==> config.mk <==
export PLATFORM = sky130hd
export DESIGN_NAME = id_stage
export DESIGN_NICKNAME = d
export VERILOG_FILES = /design/src/rtl/rv_pkg.sv /design/src/rtl/id_decode.sv /design/src/rtl/id_stage.sv
export SDC_FILE = /design/constraint.sdc
export NUM_CORES = 1
export LEC_CHECK = 0
export ABC_AREA = 1
export CAP_MARGIN = 5
export CORE_MARGIN = 2
export CORE_UTILIZATION = 41
export DETAILED_ROUTE_END_ITERATION = 6
export PLACE_DENSITY = 0.86
export SLEW_MARGIN = 5
export SYNTH_ARGS = -nofsm -noshare
export SYNTH_HDL_FRONTEND = slang
export SYNTH_SLANG_ARGS = --single-unit
==> constraint.sdc <==
create_clock -name clk_i -period 5 [get_ports clk_i]
set_input_delay 1 -clock clk_i [delete_from_list [all_inputs] [get_ports clk_i]]
set_output_delay 1 -clock clk_i [all_outputs]
set_load 0.01 [all_outputs]
Figure 1. Clock wires, drivers and flops.
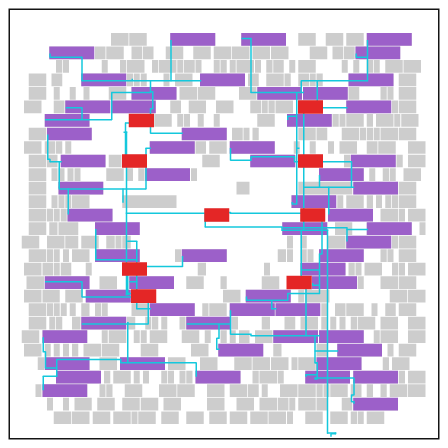
Purple shows flip-flops, count 62. Red shows cells driving clock nets, count 9. Cyan shows clock wires, length 763 um.
Position of the flops: spread over the die. There are 10 routed clock nets.
power drawn by the clock network: 0.471 mW
skew final: 8.65 ps
share of total power in the clock network: 30.7%
clock insertion delay at the later pin of the skew report: 320 ps

Figure 2. Wiring heat map.
The die is cut into 17 by 17 equal tiles; black is low, pale yellow is high, scaled to the fullest tile. Values are wire area over tile area, all layers added.
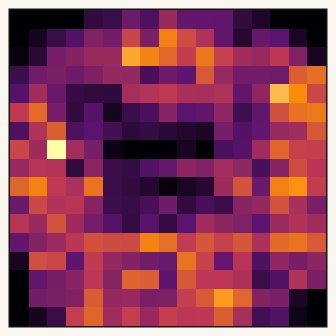
The mean over all tiles is 0.14. 25% of the tiles are over half the peak. 6.6% of the tiles are nearly empty.
Total Wirelength: 6450 um
global router's overall resource usage: 17.9%
total number of vias: 2304
routed wirelength normalized by instance count: 12.6 um

Figure 3. Zoomed window.
Bar = 10 um. Region (31, 13) to (56, 38) um. Cells in gray, sequential cells in the stronger gray; small squares are vias.
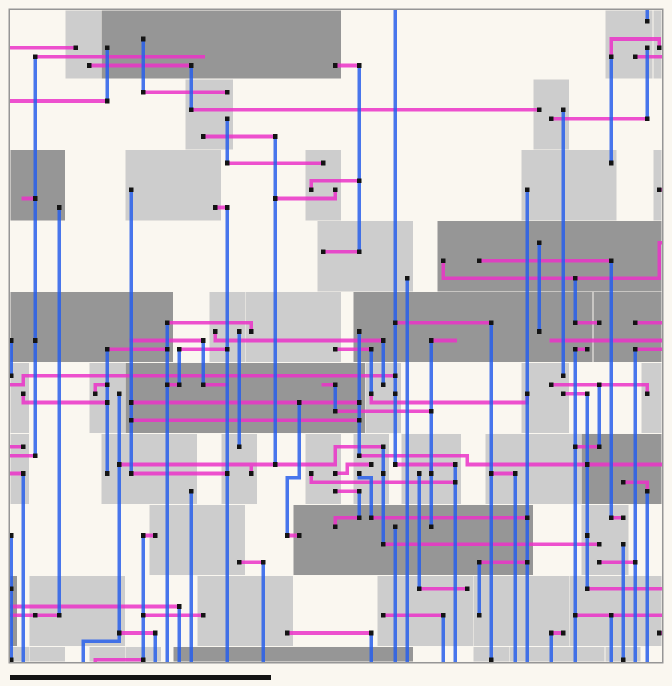
Blue shows met2. Magenta shows met1.
33 logic cells have their middle in the window. Sequential cells in the window: 6. Most frequent: clkdlybuf4s50_1 (12), nand2_1 (9), dfrtp_1 (6).

==> results.txt <==
Latest figures from synthesis and place and route.

The run finished with clean final reports. The synthesized area is 2770 um^2. The clock drives 62 sinks.

The CTS tree is done. Per the CTS log, the maximum H-tree level is 3. The hold violation total from the final report is 0. Per the synthesis report, the AND-OR/OR-AND share of the synthesized area is 0.904%. The critical path capture point type is an output port. The count of mapped cells out of synthesis is 304. The launching element type of the critical path is an input port. Per the synth log, the flip-flop and latch total comes to 62. The yosys-reported design area after synthesis is 2770 um^2.

The initial standard-cell utilization of the core is 43.1%. The number of maximum-capacitance constraint violations is 0. Once routing completed, OpenROAD measured the worst setup slack at 1850 ps.

The highest clock rate this design can be run at is 317 MHz. Averaged over all synthesized cells, the footprint is 9.10 um^2. The post-CTS setup-driven buffer insertion count is 0. The final-layout setup total negative slack is 0 ps. The area fraction of the dominant cell type after synthesis is 56.1%. The post-detailed-placement half-perimeter wirelength is 4650 um. Counting every net in the synthesized netlist gives 373. The dominant register cell in the synthesized netlist is sky130_fd_sc_hd__dfrtp_1. The TritonCTS buffer count is 9. The sequential-to-total area share from yosys stat is 56.1%.

The classification of the worst-slack hold path is flip-flop to flip-flop. The portion of synthesized area spent on multiplexers is 0%. After global routing the overflow that remains totals 0. The number of antenna repair diodes is 0.

The floorplan report gives the top-level pin count as 163. The worst path required time is 4000 ps. The cell count of the worst reg-to-reg path is 6. The routability congestion estimate from global placement is 0.771. On the critical path, the stage with the largest delay is an instance of sky130_fd_sc_hd__clkdlybuf4s50_1.

The cell taking the most area after synthesis is sky130_fd_sc_hd__dfrtp_1.
cell type report:
cell class	count	area, um^2	share of cell area [%]
repair buffers	158	1570	36.7
flip-flops and latches	62	1550	36.2
multi-input cells	191	821	19.2
clock buffers	12	145	3.39
well taps	77	96.3	2.25
clock inverters	4	70.1	1.64
inverters	7	26.3	0.613
stage by stage:
| step | hold slack, ps | total power [mW] | util [%] | cell area (um^2) | cells |
|---|---|---|---|---|---|
| 2_1_floorplan | 507 | 0.834 | - | 2770 | 304 |
| 3_3_place_gp | 453 | 1.06 | 63.4 | 4070 | 495 |
| 3_5_place_dp | 458 | 1.08 | 63.4 | 4070 | 495 |
| 4_1_cts | 475 | 1.56 | 66.7 | 4280 | 511 |
| 5_1_grt | 490 | 1.62 | 66.7 | 4280 | 511 |
| 6_report | 470 | 1.53 | 66.7 | 4280 | 511 |
cells in the final DEF (no fill, tap or decap):
master	n
sky130_fd_sc_hd__buf_4	3
sky130_fd_sc_hd__bufinv_16	2
sky130_fd_sc_hd__clkbuf_1	2
sky130_fd_sc_hd__clkbuf_8	10
sky130_fd_sc_hd__clkdlybuf4s50_1	155
sky130_fd_sc_hd__clkinv_2	2
sky130_fd_sc_hd__conb_1	1
sky130_fd_sc_hd__dfrtp_1	62
sky130_fd_sc_hd__inv_1	4
sky130_fd_sc_hd__inv_2	3
sky130_fd_sc_hd__nand2_1	146
sky130_fd_sc_hd__nand2_2	31
sky130_fd_sc_hd__nand3_1	3
sky130_fd_sc_hd__nand3_2	1
sky130_fd_sc_hd__nor2_1	2
sky130_fd_sc_hd__nor2_2	1
sky130_fd_sc_hd__nor2_4	1
sky130_fd_sc_hd__o21ai_0	1
sky130_fd_sc_hd__o21ai_1	4
worst min-delay path, cell delays in order (launching register included):
cell and delay [ps]:
sky130_fd_sc_hd__dfrtp_1 340, sky130_fd_sc_hd__nand2_1 50, sky130_fd_sc_hd__nand2_1 40
metal layers:
metal	global-route usage [%]	part of all wire, %	routed length [um]	vias up
li1	-	-	-	1134
met4	7.50	1.5	98	0
met1	21.6	41	2650	1077
met3	4.04	6.4	415	7
met2	30.7	51	3290	86
met5	0	0	0	-
power by group:
| group | switching, mW | internal (mW) |
|---|---|---|
| sequential | 0.0482 | 0.576 |
| clock | 0.177 | 0.293 |
| combinational | 0.180 | 0.260 |
kinds of logic (layout without fill, tap and decap cells):
| logic type | count (synthesis) | in the layout |
|---|---|---|
| AND-OR/OR-AND | 5 | 5 |
| buffers and inverters | 51 | 181 |
| flip-flops | 62 | 62 |
| other | 1 | 1 |
| AND/OR/NAND/NOR | 185 | 185 |
Power figures rest on the tool's default switching activity, not on a simulated workload.
